<file path="config.mk">
export PLATFORM = sky130hd
export DESIGN_NAME = sa_host_seq
export DESIGN_NICKNAME = d
export VERILOG_FILES = /design/src/rtl/sa_pkg.sv /design/src/rtl/sa_res_fifo.sv /design/src/rtl/sa_host_seq.sv
export SDC_FILE = /design/constraint.sdc
export NUM_CORES = 1
export LEC_CHECK = 0
export CORE_MARGIN = 3
export CORE_UTILIZATION = 51
export DETAILED_ROUTE_END_ITERATION = 16
export PLACE_DENSITY = 0.8
export SKIP_CTS_REPAIR_TIMING = 1
export SYNTH_ARGS = -nofsm -noshare
export SYNTH_HDL_FRONTEND = slang
export SYNTH_SLANG_ARGS = --single-unit
</file>
<file path="constraint.sdc">
create_clock -name clk_i -period 4.6 [get_ports clk_i]
set_input_delay 0.92 -clock clk_i [delete_from_list [all_inputs] [get_ports clk_i]]
set_output_delay 0.92 -clock clk_i [all_outputs]
set_load 0.03 [all_outputs]
</file>
<file path="src/rtl/sa_pkg.sv">
// sa_pkg: shared definitions for the systolic-array host sequencer.
//   - Accelerator bus address regions (weights, activations, output buffer, start).
//   - Sequencer state encoding.
//   - Default element / accumulator widths.
//   - region_addr(): builds a bus address from a region base and a 6-bit offset.
package sa_pkg;

  localparam int MAC_W_DEF = 19;
  localparam int X_W_DEF   = 8;

  localparam logic [7:0] ADDR_W_BASE = 8'd0;
  localparam logic [7:0] ADDR_X_BASE = 8'd64;
  localparam logic [7:0] ADDR_O_BASE = 8'd128;
  localparam logic [7:0] ADDR_START  = 8'd192;

  typedef enum logic [3:0] {
    IDLE,
    LOAD_W,
    LOAD_X,
    CLR,
    START,
    WAIT,
    POLL,
    READ,
    DRAIN
  } seq_state_t;

  // Every region is 64 entries on a 64-aligned base, so OR-ing the offset is exact.
  function automatic logic [7:0] region_addr(input logic [7:0] base, input logic [5:0] off);
    return base | {2'b00, off};
  endfunction

endpackage

</file>
<file path="src/rtl/sa_res_fifo.sv">
// sa_res_fifo: 2-entry valid/ready FIFO carrying {idx, data} result words.
// Ports:
//   clk_i, rst_i  clock, asynchronous active-low reset (clears occupancy only)
//   push          write push_data this cycle (caller guarantees a free slot or a pop)
//   push_data     {idx, data} word to store
//   pop_rdy       downstream ready; a pop happens when vld && pop_rdy
//   q             head entry, forced to 0 while empty
//   vld           FIFO not empty
//   count         occupancy 0..2
module sa_res_fifo
#(
  parameter int W = 26
)(
  input  logic         clk_i,
  input  logic         rst_i,
  input  logic         push,
  input  logic [W-1:0] push_data,
  input  logic         pop_rdy,
  output logic [W-1:0] q,
  output logic         vld,
  output logic [1:0]   count
);

  logic [W-1:0] mem0;  // head
  logic [W-1:0] mem1;
  logic         pop;

  assign vld = (count != 2'd0);
  assign pop = vld && pop_rdy;
  // Zero while empty so the output port reads 0 out of reset; the head
  // register itself only changes on push/pop, keeping q stable under stall.
  assign q   = vld ? mem0 : '0;

  always_ff @(posedge clk_i or negedge rst_i) begin
    if (!rst_i) begin
      count <= 2'd0;
    end else begin
      case ({push, pop})
        2'b10:   count <= count + 2'd1;
        2'b01:   count <= count - 2'd1;
        default: ;
      endcase
    end
  end

  always_ff @(posedge clk_i) begin
    case ({push, pop})
      2'b10: begin
        if (count == 2'd0) mem0 <= push_data;
        else               mem1 <= push_data;
      end
      2'b01: mem0 <= mem1;
      2'b11: begin
        // With one entry the new word becomes the head directly; when full the
        // second entry shifts up and the new word takes its place.
        if (count == 2'd1) begin
          mem0 <= push_data;
        end else begin
          mem0 <= mem1;
          mem1 <= push_data;
        end
      end
      default: ;
    endcase
  end

endmodule

</file>
<file path="src/rtl/sa_host_seq.sv">
// sa_host_seq: initiator-side sequencer for the systolic-array accelerator.
// Loads 64 weights and 64 activations from a byte stream onto the 8-bit
// address / 32-bit write bus, clears the output buffer, issues start, polls the
// done bit, then reads the 64 output-buffer entries and streams them out.
// Ports:
//   clk_i, rst_i        clock, asynchronous active-low reset
//   start_i             job start pulse (ignored while busy_o)
//   busy_o, done_o      job in progress / one-cycle end-of-job pulse
//   err_o               sticky poll timeout, cleared by the next accepted start
//   src_data_i/v_i/rdy_o  element stream in (weights then activations)
//   res_data_o/idx_o/v_o, res_rdy_i  result stream out, idx = bus offset
//   bus_addr_o, bus_data_o, bus_wr_vo  accelerator bus request
//   bus_rdata_i         accelerator read data, one cycle after the address
module sa_host_seq
  import sa_pkg::*;
#(
  parameter int MAC_W        = MAC_W_DEF,
  parameter int X_W          = X_W_DEF,
  parameter int POLL_TIMEOUT = 1024,
  parameter int START_GUARD  = 2
)(
  input  logic             clk_i,
  input  logic             rst_i,
  input  logic             start_i,
  output logic             busy_o,
  output logic             done_o,
  output logic             err_o,
  input  logic [X_W-1:0]   src_data_i,
  input  logic             src_v_i,
  output logic             src_rdy_o,
  output logic [MAC_W:0]   res_data_o,
  output logic [5:0]       res_idx_o,
  output logic             res_v_o,
  input  logic             res_rdy_i,
  output logic [7:0]       bus_addr_o,
  output logic [31:0]      bus_data_o,
  output logic             bus_wr_vo,
  input  logic [MAC_W:0]   bus_rdata_i
);

  localparam int RW = MAC_W + 1;
  localparam int FW = 6 + RW;
  localparam int PW = $clog2(POLL_TIMEOUT + 1);

  seq_state_t    state;
  logic [5:0]    cnt;
  logic [5:0]    ridx;
  logic [7:0]    guard;
  logic [PW-1:0] poll_cnt;

  logic          src_hs;
  logic          rd_issue;
  logic [1:0]    occ;
  logic [7:0]    addr_c;

  logic          rd_vld_p1;
  logic [5:0]    rd_idx_p1;

  logic [FW-1:0] fifo_q;
  logic          fifo_vld;
  logic [1:0]    fifo_cnt;

  assign src_rdy_o = (state == LOAD_W) || (state == LOAD_X);
  assign src_hs    = src_v_i && src_rdy_o;

  // Reads in flight plus buffered results may never exceed the FIFO depth,
  // so a returning word always finds a free slot.
  assign occ      = fifo_cnt + {1'b0, rd_vld_p1};
  assign rd_issue = (state == READ) && (occ < 2'd2);

  always_comb begin
    addr_c     = ADDR_START;
    bus_wr_vo  = 1'b0;
    bus_data_o = '0;
    case (state)
      LOAD_W: begin
        if (src_hs) begin
          bus_wr_vo  = 1'b1;
          addr_c     = region_addr(ADDR_W_BASE, cnt);
          bus_data_o = 32'(src_data_i);
        end
      end
      LOAD_X: begin
        if (src_hs) begin
          bus_wr_vo  = 1'b1;
          addr_c     = region_addr(ADDR_X_BASE, cnt);
          bus_data_o = 32'(src_data_i);
        end
      end
      CLR: begin
        bus_wr_vo = 1'b1;
        addr_c    = ADDR_O_BASE;
      end
      START: begin
        bus_wr_vo = 1'b1;
        addr_c    = ADDR_START;
      end
      READ: begin
        if (rd_issue) addr_c = region_addr(ADDR_O_BASE, ridx);
      end
      default: ;
    endcase
  end

  // While reset is held every output reads 0, including the otherwise parked address.
  assign bus_addr_o = rst_i ? addr_c : 8'd0;

  always_ff @(posedge clk_i or negedge rst_i) begin
    if (!rst_i) begin
      state     <= IDLE;
      cnt       <= '0;
      ridx      <= '0;
      guard     <= '0;
      poll_cnt  <= '0;
      busy_o    <= 1'b0;
      done_o    <= 1'b0;
      err_o     <= 1'b0;
      rd_vld_p1 <= 1'b0;
    end else begin
      done_o    <= 1'b0;
      rd_vld_p1 <= rd_issue;
      case (state)
        IDLE: begin
          if (start_i) begin
            state    <= LOAD_W;
            busy_o   <= 1'b1;
            err_o    <= 1'b0;
            cnt      <= '0;
            ridx     <= '0;
            guard    <= '0;
            poll_cnt <= '0;
          end
        end
        LOAD_W: begin
          if (src_hs) begin
            cnt <= cnt + 6'd1;
            if (cnt == 6'd63) state <= LOAD_X;
          end
        end
        LOAD_X: begin
          if (src_hs) begin
            cnt <= cnt + 6'd1;
            if (cnt == 6'd63) state <= CLR;
          end
        end
        CLR: state <= START;
        START: begin
          guard <= 8'(START_GUARD);
          state <= WAIT;
        end
        WAIT: begin
          // Leaves after START_GUARD idle cycles (at least one).
          if (guard != 8'd0) guard <= guard - 8'd1;
          if (guard <= 8'd1) state <= POLL;
        end
        POLL: begin
          if (bus_rdata_i[0]) begin
            state <= READ;
          end else if (poll_cnt == PW'(POLL_TIMEOUT - 1)) begin
            err_o  <= 1'b1;
            done_o <= 1'b1;
            busy_o <= 1'b0;
            state  <= IDLE;
          end else begin
            poll_cnt <= poll_cnt + 1'b1;
          end
        end
        READ: begin
          if (rd_issue) begin
            ridx <= ridx + 6'd1;
            if (ridx == 6'd63) state <= DRAIN;
          end
        end
        DRAIN: begin
          if (!rd_vld_p1 && (fifo_cnt == 2'd0)) begin
            done_o <= 1'b1;
            busy_o <= 1'b0;
            state  <= IDLE;
          end
        end
        default: state <= IDLE;
      endcase
    end
  end

  // ---- p1: read issued last cycle; bus_rdata_i now holds its data ----
  always_ff @(posedge clk_i) begin
    if (rd_issue) rd_idx_p1 <= ridx;
  end

  sa_res_fifo #(.W(FW)) u_res_fifo (
    .clk_i     (clk_i),
    .rst_i     (rst_i),
    .push      (rd_vld_p1),
    .push_data ({rd_idx_p1, bus_rdata_i}),
    .pop_rdy   (res_rdy_i),
    .q         (fifo_q),
    .vld       (fifo_vld),
    .count     (fifo_cnt)
  );

  assign res_v_o    = fifo_vld;
  assign res_idx_o  = fifo_q[FW-1 -: 6];
  assign res_data_o = fifo_q[RW-1:0];

endmodule

</file>
==> images/clock_map.png <==
Drawn at 4 px/um.
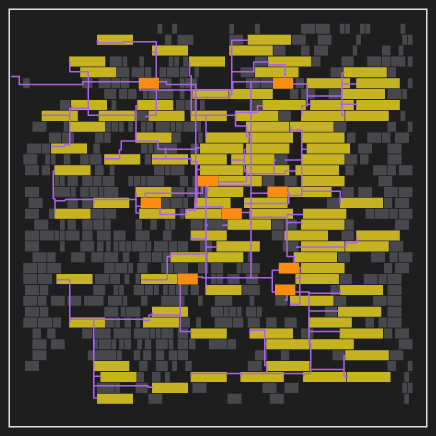
- clock wires: purple (length 1,060 um)
- cells driving clock nets: orange (count 9)
- flip-flops: yellow (count 99)
- routed clock nets: 10

==> images/density.png <==
Drawn at 4 px/um. The die is cut into 10 by 10 equal tiles; white is low, dark blue is high, 0 to 100% covered.
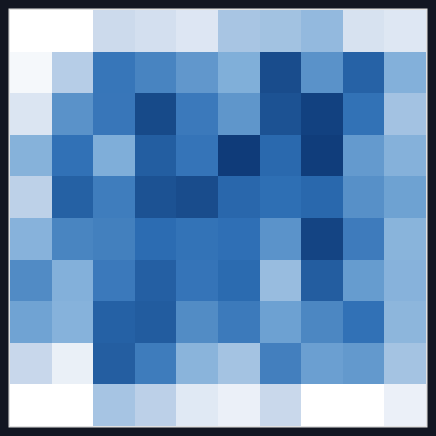
- emptiest ninth of the die: upper left
- mean over tiles: 53%
- nearly empty tiles: 6.0%
- fullest tile: 95%
CORE AREA: 9280 sq um
floorplan core density: 0.527
post-layout utilization of the core: 0.638

==> images/final_clocks.png <==
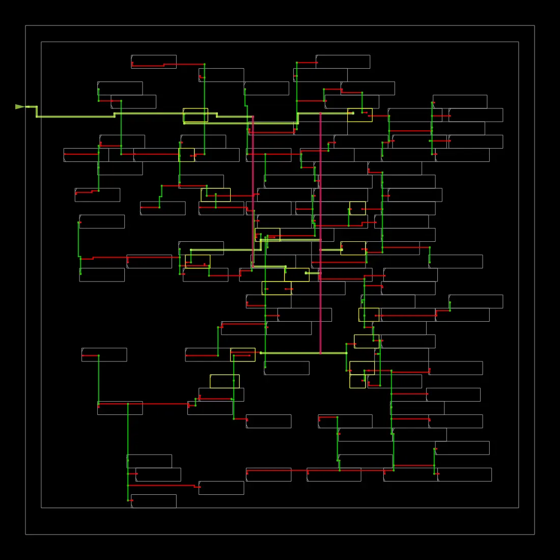
clock buffer instance count of the final layout: 9
Worst Clk Skew: 0.0131 ns
clk_lat worst skew: 0.37 ns
total number of sequential cells: 99
Clock group: 0.570 mW

==> images/met1.png <==
Drawn at 3 px/um. Supply wires on this layer in gray.
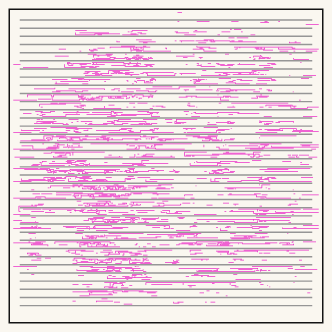
- nets with wire on the layer: 474
- share of all routed wire: 43%
- longest straight run: 33.6 um
- main direction: horizontal
- wire length on this layer: 4,220 um

==> images/met3.png <==
Drawn at 4 px/um.
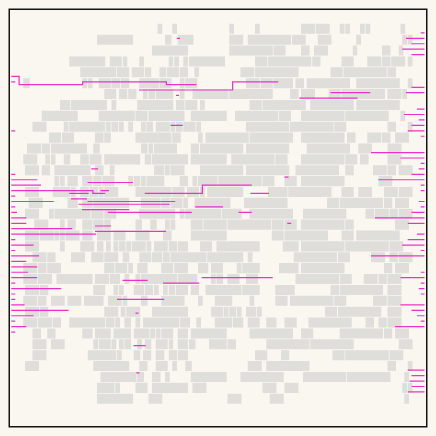
- longest straight run: 23.2 um
- wire length on this layer: 659 um
- nets with wire on the layer: 99
- main direction: horizontal
- share of all routed wire: 6.7%
routed wire length: 9.79 mm
via count of the routed design: 3,460
GR Layer Usage met3: 0.0497

==> notes.md <==
Implementation numbers.

- The detailed-routed wire length on met3 is 658 um.
- The switching portion of total power comes to 0.426.
- In this run the most critical hold path is launched from rd_idx_p1[5]$_DFFE_PN_.
- The cell-mix breakdown from Yosys lists the adder-cell area share as 0.0276.
- The number of CTS-inserted buffers is 9.
- Total power for the finished layout comes to 3.78 mW.
- Counting the inverters off the clock network in the layout gives 15.
- The die span in x is 104 um.
- For the pin with the worst max-slew slack, the measured transition is 1.12 ns.
- In the per-layer breakdown of the detailed-route log, met1 shows 4.22 mm.
- The number of enable flip-flop cells is 58.
- The share of total power dissipated in combinational logic is 0.467.
- The internal power of the cells totals 2.17 mW.
- Setup repair after global routing left no endpoint under its margin.
- Hold analysis lists the worst path endpoint as u_res_fifo.mem1[25]$_DFFE_PP_.
- The flow ran to the end, and the final reports show no timing, DRC or antenna violations.
- The cell at the slowest stage of the critical path is sky130_fd_sc_hd__clkdlybuf4s50_1.
- The number of warnings in the stage logs is 30.
- Hold is met by 0.466 ns.
- The number of global-route vias before repair is 3,554.
- For met2 alone, demand over resource in global routing was 0.323.
- Per STA, the endpoint of the critical path is bus_addr_o[1].
- The largest cell class by area is sequential cells.
- The distinct cell type count after synthesis is 57.
- The worst slew margin relative to its limit is 0.247.
- Dividing the detail-routed via count by the number of cells gives 5.44.
- The first global-routing pass estimated 16.7 mm of wire.
- The largest stage delay on the critical path is 0.71 ns.
- The flow measured a signed area growth from synthesis to layout of 21.1%.
- The largest registers in the layout are u_res_fifo.mem0 (26), u_res_fifo.mem1 (26), poll_cnt (11).
- The area of the die is 10,800 sq um.
- Along the worst hold path, the cell count comes to 0.
- The floorplan has 35 rows.
- The final number of hold-violating endpoints is 0.
- The number of pins exceeding their max-slew limit in the final report is 0.
- The report shows a maximum critical-path fanout of 14.
- The number of logic stages on the critical path including buffering is 5.
- STA classifies the critical path endpoint as an output pin.
- The register area is 2770 sq um.
- During tapcell insertion the tool placed 129 well taps.
- The clock network area share is 0.0355.
- The final worst-path setup slack is 0.736 ns.
- For this run, the total global-route usage over all layers was measured as 0.186.
- In the final routed layout, each cell accounts on average for 15.4 um.
- Per the synthesis report, the XOR/XNOR share of the synthesized area is 0.0394.
- The kind of cell with the highest combined delay along the critical path is buffers and inverters.
- Per the cell usage report, the commonest logic cell in the layout is sky130_fd_sc_hd__clkdlybuf4s50_1.
- The top layer reached by signal wires is met4.
- The number of instances in the synthesized netlist is 427.
- The first routing iteration left 142 violations.
- TritonRoute reported its final design rule violation total as 0.
- The kind of critical path is input pin to output pin.
- Dividing the final minimum period by the clock period gives 0.840.
- The global routing report lists met1 layer usage as 0.232.
- Per Yosys stat, the portion of area used by sequential elements is 0.565.
- The multi-input combinational cell count is 292.
- The master cell of the clock root buffer is sky130_fd_sc_hd__clkbuf_8.
- The top achievable clock speed is 259 MHz.
- According to the I/O placement log, the pin count is 105.
- The most critical min-delay path falls under flip-flop to flip-flop.
- TritonCTS built the clock tree.
- The detailed-routing iteration count for the pre-antenna-repair pass is 4.
Power and IR drop assume default switching activity.
